File: config.mk
export PLATFORM = sky130hd
export DESIGN_NAME = sqrt_iter_ctrl
export DESIGN_NICKNAME = d
export VERILOG_FILES = /design/src/rtl/sqrt_pkg.sv /design/src/rtl/sqrt_trial_sub.sv /design/src/rtl/sqrt_iter_ctrl.sv
export SDC_FILE = /design/constraint.sdc
export NUM_CORES = 1
export LEC_CHECK = 0
export CAP_MARGIN = 20
export CORE_ASPECT_RATIO = 0.75
export CORE_UTILIZATION = 58
export CTS_BUF_LIST = sky130_fd_sc_hd__clkbuf_4 sky130_fd_sc_hd__clkbuf_8 sky130_fd_sc_hd__clkbuf_16
export DETAILED_ROUTE_END_ITERATION = 8
export MAX_ROUTING_LAYER = met4
export PLACE_DENSITY = 0.94
export SYNTH_ARGS = -nofsm -noshare
export SYNTH_HDL_FRONTEND = slang
export SYNTH_SLANG_ARGS = --single-unit
export TNS_END_PERCENT = 10
File: constraint.sdc
create_clock -name clk -period 7.1 [get_ports clk]
set_clock_uncertainty 0.05 [all_clocks]
set_input_delay 1.065 -clock clk [delete_from_list [all_inputs] [get_ports clk]]
set_output_delay 1.065 -clock clk [all_outputs]
set_load 0.01 [all_outputs]
File: src/rtl/sqrt_pkg.sv
// sqrt_pkg: shared constants for the iterative square-root unit (states, widths, trial suffix).
package sqrt_pkg;
    localparam int RADICAND_W_DEF = 16;
    localparam logic [1:0] IDLE = 2'd0;
    localparam logic [1:0] CALC = 2'd1;
    localparam logic [1:0] DONE = 2'd2;
    localparam logic [1:0] TRIAL_SUFFIX = 2'b01;
    function automatic int root_w_of(input int radicand_w);
        return radicand_w / 2;
    endfunction
endpackage

File: src/rtl/sqrt_trial_sub.sv
// sqrt_trial_sub: combinational ripple-borrow subtractor, diff = a - b - borrow_in.
module sqrt_trial_sub #(
    parameter int W = 16
) (
    input  logic [W-1:0] a,
    input  logic [W-1:0] b,
    input  logic         borrow_in,
    output logic [W-1:0] diff,
    output logic         borrow_out
);
    logic [W:0] bc;
    assign bc[0] = borrow_in;
    for (genvar i = 0; i < W; i++) begin : g_bit
        assign diff[i]  = a[i] ^ b[i] ^ bc[i];
        assign bc[i+1]  = (~a[i] & b[i]) | (~(a[i] ^ b[i]) & bc[i]);
    end
    assign borrow_out = bc[W];
endmodule

File: src/rtl/sqrt_iter_ctrl.sv
// sqrt_iter_ctrl: restoring integer square root, 2 radicand bits per cycle, valid/ready on both sides.
// Define SQRT_REM_OUT_EN to add the rem_out port (radicand - root^2).
module sqrt_iter_ctrl
    import sqrt_pkg::*;
#(
    parameter int RADICAND_W = RADICAND_W_DEF
) (
    input  logic                    clk,
    input  logic                    rst,
    input  logic                    in_valid,
    output logic                    in_ready,
    input  logic [RADICAND_W-1:0]   radicand,
    output logic                    out_valid,
    input  logic                    out_ready,
    output logic [RADICAND_W/2-1:0] root
`ifdef SQRT_REM_OUT_EN
    ,
    output logic [RADICAND_W/2:0]   rem_out
`endif
);
    localparam int ROOT_W = root_w_of(RADICAND_W);
    localparam int ITER   = RADICAND_W / 2;
    localparam int REM_W  = ROOT_W + 2;
    localparam int CNT_W  = $clog2(ITER);

    logic [1:0]            state;
    logic [RADICAND_W-1:0] rad_sh;
    logic [REM_W-1:0]      rem;
    logic [ROOT_W-1:0]     root_acc;
    logic [CNT_W-1:0]      cnt;
    logic [RADICAND_W-1:0] rem_sh, trial, diff;
    logic                  borrow, last;
    logic [REM_W-1:0]      rem_nxt;
    logic [ROOT_W-1:0]     root_nxt;
    logic                  unused_bits;

    // The true partial remainder never exceeds the bits consumed so far, so truncation is lossless.
    assign rem_sh = RADICAND_W'({rem, rad_sh[RADICAND_W-1 -: 2]});
    assign trial  = RADICAND_W'({root_acc, TRIAL_SUFFIX});

    sqrt_trial_sub #(.W(RADICAND_W)) u_sub (
        .a         (rem_sh),
        .b         (trial),
        .borrow_in (1'b0),
        .diff      (diff),
        .borrow_out(borrow)
    );

    assign rem_nxt     = borrow ? rem_sh[REM_W-1:0] : diff[REM_W-1:0];
    assign root_nxt    = {root_acc[ROOT_W-2:0], ~borrow};
    assign last        = cnt == CNT_W'(ITER - 1);
    assign in_ready    = state == IDLE;
    assign out_valid   = state == DONE;
    assign unused_bits = ^{diff, rem_sh};

    always_ff @(posedge clk) begin
        if (rst) begin
            state    <= IDLE;
            rad_sh   <= '0;
            rem      <= '0;
            root_acc <= '0;
            cnt      <= '0;
            root     <= '0;
`ifdef SQRT_REM_OUT_EN
            rem_out  <= '0;
`endif
        end else if (state == IDLE) begin
            if (in_valid) begin
                rad_sh   <= radicand;
                rem      <= '0;
                root_acc <= '0;
                cnt      <= '0;
                state    <= CALC;
            end
        end else if (state == CALC) begin
            rad_sh   <= rad_sh << 2;
            rem      <= rem_nxt;
            root_acc <= root_nxt;
            cnt      <= cnt + CNT_W'(1);
            if (last) begin
                state   <= DONE;
                root    <= root_nxt;
`ifdef SQRT_REM_OUT_EN
                rem_out <= rem_nxt[ROOT_W:0];
`endif
            end
        end else if (state == DONE) begin
            if (out_ready) state <= IDLE;
        end else begin
            state <= IDLE;
        end
    end
endmodule
Fig. 1: run 1, cell placement
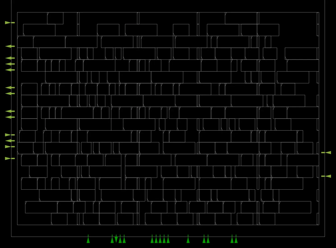
Non-Filler Instances: 287
cell row count: 18
final core occ: 0.741

Fig. 2: run 1, routed metal, one color a layer
Bar = 20 µm. Only two layers are drawn.
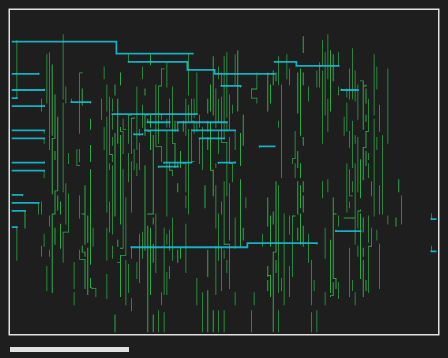
| color | layer | wire length |
|---|---|---|
| cyan | metal 3 | 220 µm |
| green | metal 2 | 1700 µm |
Total Wirelength: 4090 µm
GRT Resource Usage Total: 0.245

==> results.cfg, run 1 <==
; flow metrics
[final_layout]
largest-register = rad_sh
fillCellCount = 248
dominant_cells = logic gates
mi_logic_area_um2 = 1050
logic_gate_count = 139

[hold_path]
worstHoldPathType = flip-flop to flip-flop

[pwr]
combPwrFrac = 0.262
p_comb_mw = 0.163
p_clk_frac = 0.262
p_total_mw = 0.624
power_switching_mw = 0.185

[clock_tree]
clockRootBuffer = clkbuf_8
clk_latency_ns = 0.31
clkTransAtPathRegs_ns = 0.08

[outcome]
outcome = finished clean

[routing]
drtIter0Drc = 91
dr.pass1.iters = 4

[global_route]
met2_usage = 0.344
grt_pass1_wl_um = 6810

[worst_setup_path]
cp.arrival_ns = 4.99
cp-start-kind = flip-flop

[timing]
max_freq_mhz = 207
worst_slew_pin_slew_ns = 0.809
post-route-period-util = 0.681
maxSlewHeadroom = 0.460

[yosys]
synthTopLogicFamily = AND-OR/OR-AND gates
synthCells = 214
common_cells = dfxtp_1, nor2_1, mux2i_1
synthAoiAreaFrac = 0.164
fa_ha_area_frac = 0.0923
yosysSeqAreaShare = 0.439

[flow_run]
openroad.warnings = 26
Fig. 3: run 1, wiring heat map
Bar = 20 µm. 14 x 11 tiles, from black (low) to pale yellow (high), scaled to the fullest tile. Values are wire area over tile area, all layers added.
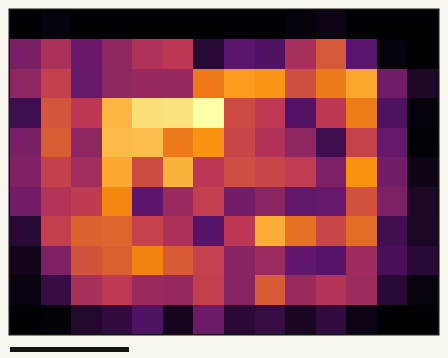
emptiest ninth of the die: south-east
fullest tile: 0.45
nearly empty tiles: 14%
tiles over half the peak: 33%
mean over tiles: 0.17
Avg WL per Cell: 14.3 µm
vias post-DR: 1551

--- run 2 (diff from run 1) ---
- CORE_UTILIZATION: 58 -> 54
- PLACE_DENSITY: 0.94 -> 0.89
- clock period: 7.1 -> 4.65 ns (I/O delays scaled with it)
Fig. 4: run 2, cell placement
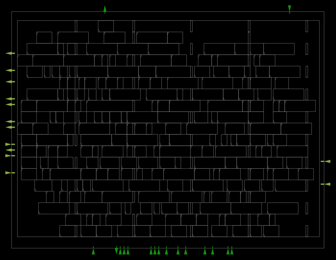
Non-Filler Instances: 289
cell row count: 19
final core occ: 0.684
Tap Cells: 52

Fig. 5: run 2, routed metal, one color a layer
Bar = 20 µm. Only two layers are drawn.
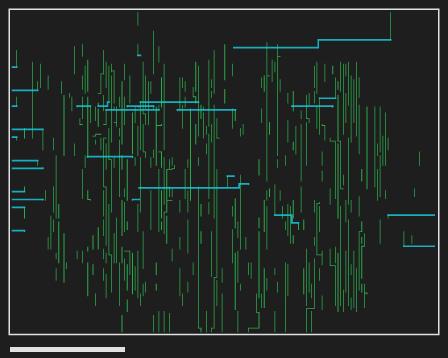
| color | layer | wire length |
|---|---|---|
| cyan | metal 3 | 159 µm |
| green | metal 2 | 1620 µm |
GRT Resource Usage Total: 0.217
Total Wirelength: 3970 µm
vias post-DR: 1564

==> results.cfg, run 2 <==
; flow metrics
[final_layout]
dominant_cells = logic gates
mi_logic_area_um2 = 1060
fillCellCount = 309
largest-register = rad_sh

[pwr]
power_switching_mw = 0.293
pg_clk_mw = 0.307
p_total_mw = 1.04
p_clk_frac = 0.296
combPwrFrac = 0.264

[routing]
drtIter0Drc = 65
dr.pass1.iters = 4
wl_per_cell_um = 13.7

[timing]
worst_slew_pin_slew_ns = 1.09
max_freq_mhz = 224

[outcome]
outcome = finished clean

[hold_path]
worstHoldPathType = flip-flop to flip-flop

[yosys]
synthTopLogicFamily = AND-OR/OR-AND gates
synthAoiAreaFrac = 0.164
common_cells = dfxtp_1, nor2_1, mux2i_1
fa_ha_area_frac = 0.0923

[placed_design]
post-place-ws_ns = 0.159

[global_route]
met2_usage = 0.277
grt_pass1_wl_um = 6680

[worst_setup_path]
cp-start-kind = flip-flop

[clock_tree]
clockRootBuffer = clkbuf_8
clk_latency_ns = 0.30

[flow_run]
openroad.warnings = 26
Fig. 6: run 2, sequential cells grouped by signal name
Other sequential cells in the stronger gray, the rest of the logic in the fainter gray.
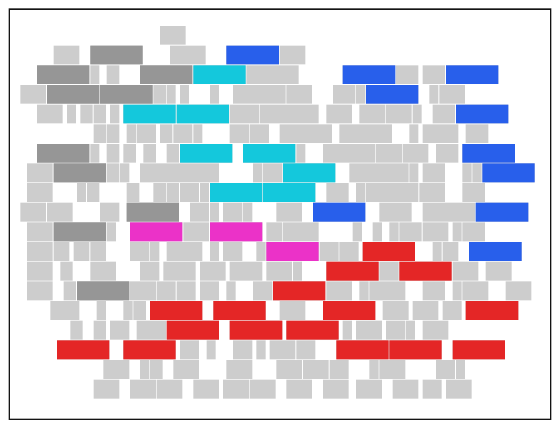
| color | netlist name | flops |
|---|---|---|
| blue | `rem` | 10 |
| magenta | `cnt` | 3 |
| cyan | `root_acc` | 8 |
| red | `rad_sh` | 16 |
not colored: 10

--- run 3 (diff from run 2) ---
- PLACE_DENSITY: 0.89 -> 0.86
Fig. 7: run 3, sequential cells grouped by signal name
Other sequential cells in the stronger gray, the rest of the logic in the fainter gray.
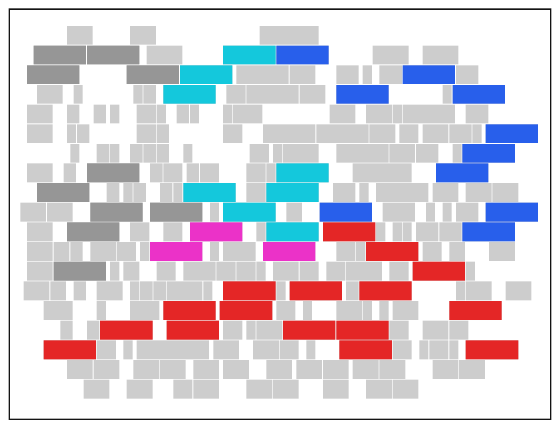
| color | netlist name | flops |
|---|---|---|
| magenta | `cnt` | 3 |
| cyan | `root_acc` | 8 |
| blue | `rem` | 10 |
| red | `rad_sh` | 16 |
final core occ: 0.685
flop share of the area: 0.368

Fig. 8: run 3, wiring heat map
Bar = 20 µm. 15 x 11 tiles, from black (low) to pale yellow (high), scaled to the fullest tile. Values are wire area over tile area, all layers added.
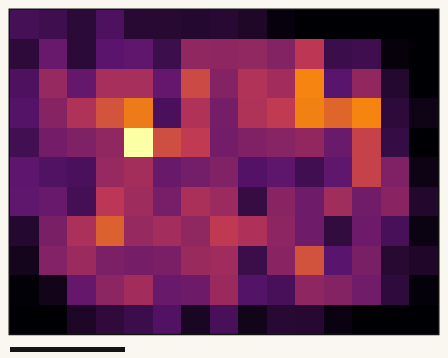
emptiest ninth of the die: south-east
nearly empty tiles: 10%
mean over tiles: 0.15
tiles over half the peak: 9.7%
fullest tile: 0.54
vias post-DR: 1557
Total Wirelength: 4040 µm
Avg WL per Cell: 13.9 µm

Fig. 9: run 3, routed metal, one color a layer
Bar = 20 µm. Only two layers are drawn.
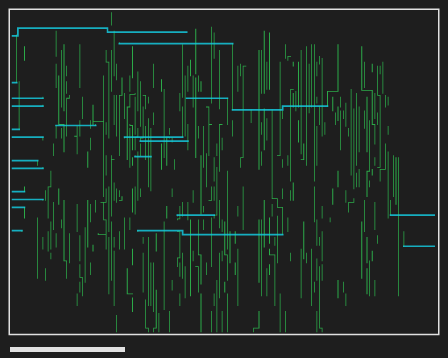
| color | layer | wire length |
|---|---|---|
| green | metal 2 | 1770 µm |
| cyan | metal 3 | 188 µm |

==> results.cfg, run 3 <==
; flow metrics
[pwr]
power_switching_mw = 0.289
p_clk_frac = 0.250
p_total_mw = 0.988
combPwrFrac = 0.291

[final_layout]
fillCellCount = 310
dominant_cells = logic gates
largest-register = rad_sh
logic_gate_count = 139
layout.cells.non_filler = 290

[timing]
max_freq_mhz = 223
maxSlewHeadroom = 0.468
worst_slew_pin_slew_ns = 0.797

[yosys]
synthCells = 214
yosysSeqAreaShare = 0.439
common_cells = dfxtp_1, nor2_1, mux2i_1
fa_ha_area_frac = 0.0923
synthAoiAreaFrac = 0.164

[placed_design]
post-place-ws_ns = 0.131

[floorplanning]
rows = 19
n_tap_cell = 52

[routing]
dr.pass1.iters = 4
drtIter0Drc = 76

[outcome]
outcome = finished clean

[global_route]
grt_pass1_wl_um = 6780
met2_usage = 0.291
grt_util_all_layers = 0.222

[clock_tree]
clk_latency_ns = 0.31
clkTransAtPathRegs_ns = 0.09
clockRootBuffer = clkbuf_8

[worst_setup_path]
cp-start-kind = flip-flop

==> screenshots <==
Cells colored by class.
Fill, decap, tap and diode cells in gray.
image #1
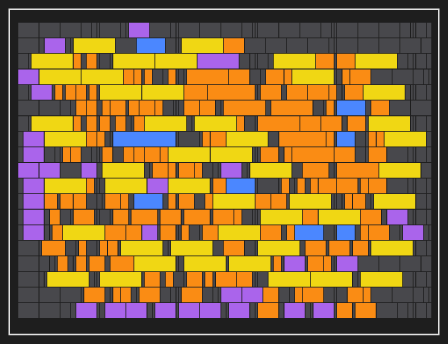
image #2
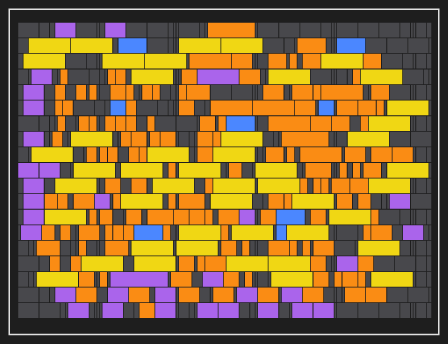
image #3
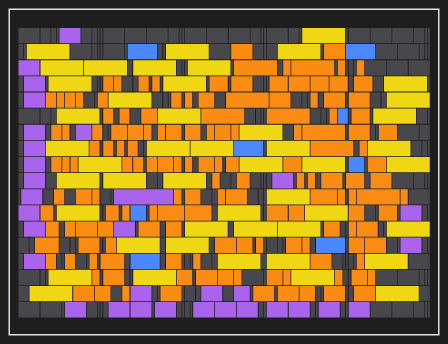
run 1: image #3
run 2: image #1
run 3: image #2

Key to image #2:
| color | class | cells | share of their area |
|---|---|---|---|
| blue | clock drivers and dummy loads | 8 | 3.6% |
| orange | combinational and other logic | 150 | 44% |
| yellow | sequential cells | 47 | 38% |
| purple | remaining buffers and delay cells | 33 | 14% |

